$ cat src/rtl/mexp_fifo_sched_if.sv
// FIFO-side port bundle between the modexp FIFO scheduler and its 16x64 BRAM FIFO.
// The scheduler takes the master modport; the FIFO (or its model) takes the slave modport.
interface mexp_fifo_sched_if #(
    parameter int DATA_WIDTH = 16
);
    logic [DATA_WIDTH-1:0] fifo_din;
    logic                  fifo_wr_en;
    logic                  fifo_rd_en;
    logic [DATA_WIDTH-1:0] fifo_dout;
    logic                  fifo_full;
    logic                  fifo_empty;

    modport master (
        output fifo_din,
        output fifo_wr_en,
        output fifo_rd_en,
        input  fifo_dout,
        input  fifo_full,
        input  fifo_empty
    );

    modport slave (
        input  fifo_din,
        input  fifo_wr_en,
        input  fifo_rd_en,
        output fifo_dout,
        output fifo_full,
        output fifo_empty
    );
endinterface

$ cat src/rtl/mexp_fifo_sched.sv
// Modexp FIFO scheduler: burst-locked round-robin write arbiter and bubble-free read skid.
// Define MEXP_FIFO_SCHED_PRIO_EN to give requester 0 strict priority with unbounded bursts.
module mexp_fifo_sched #(
    parameter int DATA_WIDTH = 16,
    parameter int ADDR_WIDTH = 6,
    parameter int MAX_BURST  = 4
) (
    input  logic                  clk,
    input  logic                  rst,
    input  logic                  req0,
    input  logic [DATA_WIDTH-1:0] din0,
    output logic                  gnt0,
    input  logic                  req1,
    input  logic [DATA_WIDTH-1:0] din1,
    output logic                  gnt1,
    output logic                  m_valid,
    output logic [DATA_WIDTH-1:0] m_data,
    input  logic                  m_ready,
    mexp_fifo_sched_if.master     fifo,
    output logic [ADDR_WIDTH:0]   occupancy
);

    typedef enum logic [1:0] {
        IDLE = 2'd0,
        OWN0 = 2'd1,
        OWN1 = 2'd2
    } state_e;

    localparam logic [3:0] MAXB = 4'(MAX_BURST);

    state_e                state_q, state_d;
    logic                  last_q, last_d;
    logic [3:0]            cnt_q, cnt_d;
    logic [3:0]            cnt_inc;
    logic [DATA_WIDTH-1:0] din_c;

    logic [DATA_WIDTH-1:0] b0_q, b0_d;
    logic [DATA_WIDTH-1:0] b1_q, b1_d;
    logic [1:0]            nbuf_q, nbuf_d;
    logic                  infl_q, infl_d;
    logic [ADDR_WIDTH:0]   occ_q, occ_d;
    logic [1:0]            level;
    logic                  pop;
    logic                  rd_en;
    logic                  wr_en;

    assign cnt_inc = cnt_q + 4'd1;

    always_comb begin
        state_d = state_q;
        last_d  = last_q;
        cnt_d   = cnt_q;
        gnt0    = 1'b0;
        gnt1    = 1'b0;
        din_c   = '0;
        unique case (state_q)
            IDLE: begin
                if (!fifo.fifo_full) begin
`ifdef MEXP_FIFO_SCHED_PRIO_EN
                    if (req0)      state_d = OWN0;
                    else if (req1) state_d = OWN1;
`else
                    // Tie goes to whoever did not own the port last.
                    if (req0 && req1) state_d = last_q ? OWN0 : OWN1;
                    else if (req0)    state_d = OWN0;
                    else if (req1)    state_d = OWN1;
`endif
                end
            end
            OWN0: begin
                gnt0  = req0 & ~fifo.fifo_full;
                din_c = din0;
                if (!req0) begin
                    state_d = IDLE;
                    last_d  = 1'b0;
                    cnt_d   = '0;
                end
`ifndef MEXP_FIFO_SCHED_PRIO_EN
                else if (gnt0) begin
                    if (cnt_inc == MAXB) begin
                        state_d = IDLE;
                        last_d  = 1'b0;
                        cnt_d   = '0;
                    end else begin
                        cnt_d = cnt_inc;
                    end
                end
`endif
            end
            OWN1: begin
                gnt1  = req1 & ~fifo.fifo_full;
                din_c = din1;
                if (!req1 || (gnt1 && cnt_inc == MAXB)) begin
                    state_d = IDLE;
                    last_d  = 1'b1;
                    cnt_d   = '0;
                end else if (gnt1) begin
                    cnt_d = cnt_inc;
                end
            end
            default: state_d = IDLE;
        endcase
    end

    assign wr_en           = gnt0 | gnt1;
    assign fifo.fifo_wr_en = wr_en;
    assign fifo.fifo_din   = din_c;

    assign m_valid = (nbuf_q != 2'd0);
    assign m_data  = b0_q;
    assign pop     = m_valid & m_ready;

    // Words held plus the one in flight; never exceeds the two skid slots.
    assign level = nbuf_q + {1'b0, infl_q};
    assign rd_en = ~rst & ~fifo.fifo_empty &
                   ((level < 2'd2) | ((level == 2'd2) & pop));
    assign fifo.fifo_rd_en = rd_en;
    assign infl_d          = rd_en;

    always_comb begin
        b0_d   = b0_q;
        b1_d   = b1_q;
        nbuf_d = nbuf_q;
        if (pop) begin
            b0_d   = b1_q;
            nbuf_d = nbuf_q - 2'd1;
        end
        if (infl_q) begin
            if (nbuf_d == 2'd0) b0_d = fifo.fifo_dout;
            else                b1_d = fifo.fifo_dout;
            nbuf_d = nbuf_d + 2'd1;
        end
    end

    assign occ_d = occ_q + {{ADDR_WIDTH{1'b0}}, wr_en}
                         - {{ADDR_WIDTH{1'b0}}, pop};
    assign occupancy = occ_q;

    always_ff @(posedge clk or posedge rst) begin
        if (rst) begin
            state_q <= IDLE;
            last_q  <= 1'b1;
            cnt_q   <= '0;
            b0_q    <= '0;
            b1_q    <= '0;
            nbuf_q  <= '0;
            infl_q  <= 1'b0;
            occ_q   <= '0;
        end else begin
            state_q <= state_d;
            last_q  <= last_d;
            cnt_q   <= cnt_d;
            b0_q    <= b0_d;
            b1_q    <= b1_d;
            nbuf_q  <= nbuf_d;
            infl_q  <= infl_d;
            occ_q   <= occ_d;
        end
    end

endmodule

$ cat src/flat_wrapper.sv
// flat-port wrapper written by rule: the top's interface ports become plain ports
module mexp_fifo_sched_flat 
#(
    parameter int DATA_WIDTH = 16,
    parameter int ADDR_WIDTH = 6,
    parameter int MAX_BURST  = 4
)
  (clk, rst, req0, din0, gnt0, req1, din1, gnt1, m_valid, m_data, m_ready, occupancy, fifo_fifo_din, fifo_fifo_wr_en, fifo_fifo_rd_en, fifo_fifo_dout, fifo_fifo_full, fifo_fifo_empty);
  mexp_fifo_sched_if #(.DATA_WIDTH(DATA_WIDTH)) fifo_i ();
  input  logic clk;
  input  logic rst;
  input  logic req0;
  input  logic [DATA_WIDTH-1:0] din0;
  output logic gnt0;
  input  logic req1;
  input  logic [DATA_WIDTH-1:0] din1;
  output logic gnt1;
  output logic m_valid;
  output logic [DATA_WIDTH-1:0] m_data;
  input  logic m_ready;
  output logic [ADDR_WIDTH:0] occupancy;
  output wire logic [$bits(fifo_i.fifo_din)-1:0] fifo_fifo_din;
  output wire logic [$bits(fifo_i.fifo_wr_en)-1:0] fifo_fifo_wr_en;
  output wire logic [$bits(fifo_i.fifo_rd_en)-1:0] fifo_fifo_rd_en;
  input wire logic [$bits(fifo_i.fifo_dout)-1:0] fifo_fifo_dout;
  input wire logic [$bits(fifo_i.fifo_full)-1:0] fifo_fifo_full;
  input wire logic [$bits(fifo_i.fifo_empty)-1:0] fifo_fifo_empty;
  assign fifo_fifo_din = fifo_i.fifo_din;
  assign fifo_fifo_wr_en = fifo_i.fifo_wr_en;
  assign fifo_fifo_rd_en = fifo_i.fifo_rd_en;
  assign fifo_i.fifo_dout = fifo_fifo_dout;
  assign fifo_i.fifo_full = fifo_fifo_full;
  assign fifo_i.fifo_empty = fifo_fifo_empty;
  mexp_fifo_sched #(.DATA_WIDTH(DATA_WIDTH), .ADDR_WIDTH(ADDR_WIDTH), .MAX_BURST(MAX_BURST)) u_core (.clk(clk), .rst(rst), .req0(req0), .din0(din0), .gnt0(gnt0), .req1(req1), .din1(din1), .gnt1(gnt1), .m_valid(m_valid), .m_data(m_data), .m_ready(m_ready), .fifo(fifo_i), .occupancy(occupancy));
endmodule
$ cat config.mk
export PLATFORM = sky130hd
export DESIGN_NAME = mexp_fifo_sched_flat
export DESIGN_NICKNAME = d
export VERILOG_FILES = /design/src/rtl/mexp_fifo_sched_if.sv /design/src/rtl/mexp_fifo_sched.sv /design/src/flat_wrapper.sv
export SDC_FILE = /design/constraint.sdc
export NUM_CORES = 1
export LEC_CHECK = 0
export CORE_ASPECT_RATIO = 0.9
export CORE_MARGIN = 10
export CORE_UTILIZATION = 35
export DETAILED_ROUTE_END_ITERATION = 16
export HOLD_SLACK_MARGIN = 0.1
export PLACE_DENSITY = 0.67
export SETUP_SLACK_MARGIN = 0.3
export SYNTH_ARGS = -nofsm -noshare
export SYNTH_HDL_FRONTEND = slang
export SYNTH_SLANG_ARGS = --single-unit
$ cat constraint.sdc
create_clock -name clk -period 8.2 [get_ports clk]
set_input_delay 2.46 -clock clk [delete_from_list [all_inputs] [get_ports clk]]
set_output_delay 2.46 -clock clk [all_outputs]
set_load 0.05 [all_outputs]
==> Slide: Implementation Results <==
Synthesis and Place & Route Summary

Run status
  – Outcome: finished clean

Hold path
  – Hold path start: u_core.last_q
  – Hold Crit Endpoint: u_core.last_q

Finish
  – Area grow syn2layout: 42.0%
  – Final-stage net count: 433
  – Share of layout cells above drive strength 1: 4.12%
  – Most common logic cells in the final layout: clkdlybuf4s50_1, dfrtp_1, nand2_1, o21ai_1, nor2b_1

Clock network
  – Post-CTS setup buffers: 0
  – Cts repair resizes: 0
  – Clk_lat worst skew: 0.30 ns
  – CTS tree: done
  – CTS Hold Bufs: 0
  – Clock Sinks: 49
  – Clock tree buffer depth: 2
  – CTS clk-pin slew, worst paths: 0.09 ns

Logic synthesis
  – Synth area leader: dfrtp_1
  – Ys cells: 270
  – Post-synth regs: 49
  – Synth top area cells: dfrtp_1, mux2_1, ha_1, mux2i_1, a22oi_1
  – Syn avg cell area: 10.1 um2
  – Seq share, synth: 45.1%
  – Post-synthesis cell area: 0.00272 mm2
  – Yosys stat chip area: 0.00272 mm2
  – Yosys warning total: 0
  – Cells after Synth: 270

Placed design
  – GPL Wtd Cong: 0.743
  – Post-detail-place hpwl: 5.36 mm

Global routing
  – Initial antenna violation count: 0
  – Vias in the first global route: 2282
  – Total global routing overflow: 0
  – Gr usage total: 12.1%

STA
  – Setup WS post-layout: 1.26 ns
  – Pins Over Slew Limit: 0
  – Hold Fails Final Rpt: 0
  – Worst slew margin: 29.0%
  – Final setup fails: 0
  – Measured slew at the worst slew-check pin: 1.06 ns

Worst setup path
  – CP Capture Point: fifo_fifo_rd_en
  – Worst path max stage delay: 0.87 ns
  – Critical path endpoint category: primary output
  – Crit path max fanout: 21
  – CP Cell Sequence: clkdlybuf4s50_1 -> nand2b_1 -> buf_4 -> nor2_1 -> nor2_1 -> nor3_1 -> clkdlybuf4s50_1
  – Critical path arrival: 4.48 ns
  – CP Class: input pin to primary output

Power
  – PD cells: 426 mW/mm2
  – Leading power group: combinational logic
  – P_clk: 0.000141 W
  – Sw Share: 48.3%
  – P_int: 0.000853 W
  – LEAKAGE: 1.64 nW
  – Combinational power: 0.00107 W
  – P_sw: 0.000796 W

Job
  – Max Cap Viol: 0
  – Log Warnings: 28

Floorplanning
  – Initial Utilization: 36.1%
  – Die width: 113 um
  – Chip area: 0.0117 mm2
  – Die height: 104 um
  – Site Rows: 30
  – Core Footprint: 0.00754 mm2

Drt
  – Total number of vias: 2221
  – 1st-pass router iterations: 4
  – WL final: 6.98 mm
-- metrics by stage --
step | area [um2] | hold WS [ns] | std cells
after global routing | 3870 | 0.503 | 460
after detailed placement | 3780 | 0.474 | 452
after floorplan | 2720 | 0.455 | 270
final | 3870 | 0.489 | 460
after global placement | 3780 | 0.466 | 452
after CTS | 3870 | 0.489 | 460
-- synthesized netlist by cell type (all sizes together) --
cell / number
inv: 21
nor3: 2
a21boi: 1
buf: 7
mux2: 17
nand2b: 5
mux2i: 17
nand2: 24
ha: 14
o21a: 1
xnor2: 6
xor2: 1
nor2: 10
dfstp: 1
dfrtp: 48
nor2b: 22
nand3: 3
a2bb2oi: 1
o31a: 1
and2: 1
clkbuf: 7
a21oi: 9
nor4b: 1
fa: 1
o211ai: 2
o21ai: 27
o22ai: 1
a22oi: 18
or4: 1
-- cell type report --
| type | count | area [um2] |
|---|---|---|
| fillers | 705 | 3680 |
| multi-input cells | 186 | 1360 |
| flip-flops and latches | 49 | 1230 |
| repair buffers | 100 | 996 |
| well taps | 96 | 120 |
| inverters | 21 | 78.8 |
| clock buffers | 6 | 72.6 |
| clock inverters | 2 | 16.3 |
-- layer usage --
metal  vias up  wire, um  track usage, %
met5         -         0               0
met1      1076      2980            14.4
met2        33      3710            21.2
li1       1107         -               -
met3         5       234            2.77
met4         0        58            2.99
-- logic make-up (layout without fill, tap and decap cells) --
family,after synthesis,after routing,synth area share (%)
AND-OR/OR-AND,61,61,13.7
XOR/XNOR,7,7,2.25
adder cells (fa/ha/maj),15,15,7.17
buffers and inverters,35,129,5.10
flip-flops,49,49,45.1
multiplexers,34,34,13.3
AND/OR/NAND/NOR,69,69,13.5
-- critical path, delay by kind of cell --
family,cells,cell delay [ns]
buffers and inverters,3,1.56
AND/OR/NAND/NOR,4,0.45
**Nets reached from selected ports**

Drawn at 2 px/um.
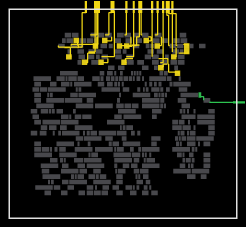
yellow -> `din1`  # bits 16, direction input, edge north, end cells 16, wire 448 um
green -> `fifo_fifo_wr_en`  # bits 1, direction output, edge east, end cells 1, wire 16.1 um
io pins: 99
input/output buffers: 98

**Congestion heat map**

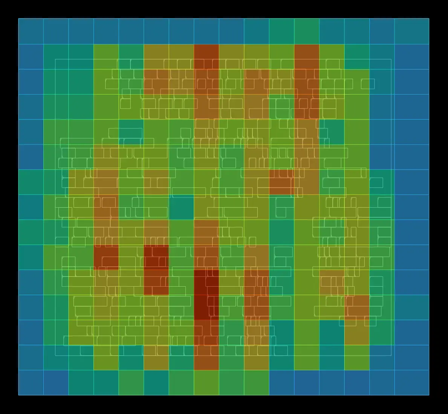
met2 GRT Util: 21.2%
met3 Use GR: 2.77%

Power figures rest on the tool's default switching activity, not on a simulated workload.
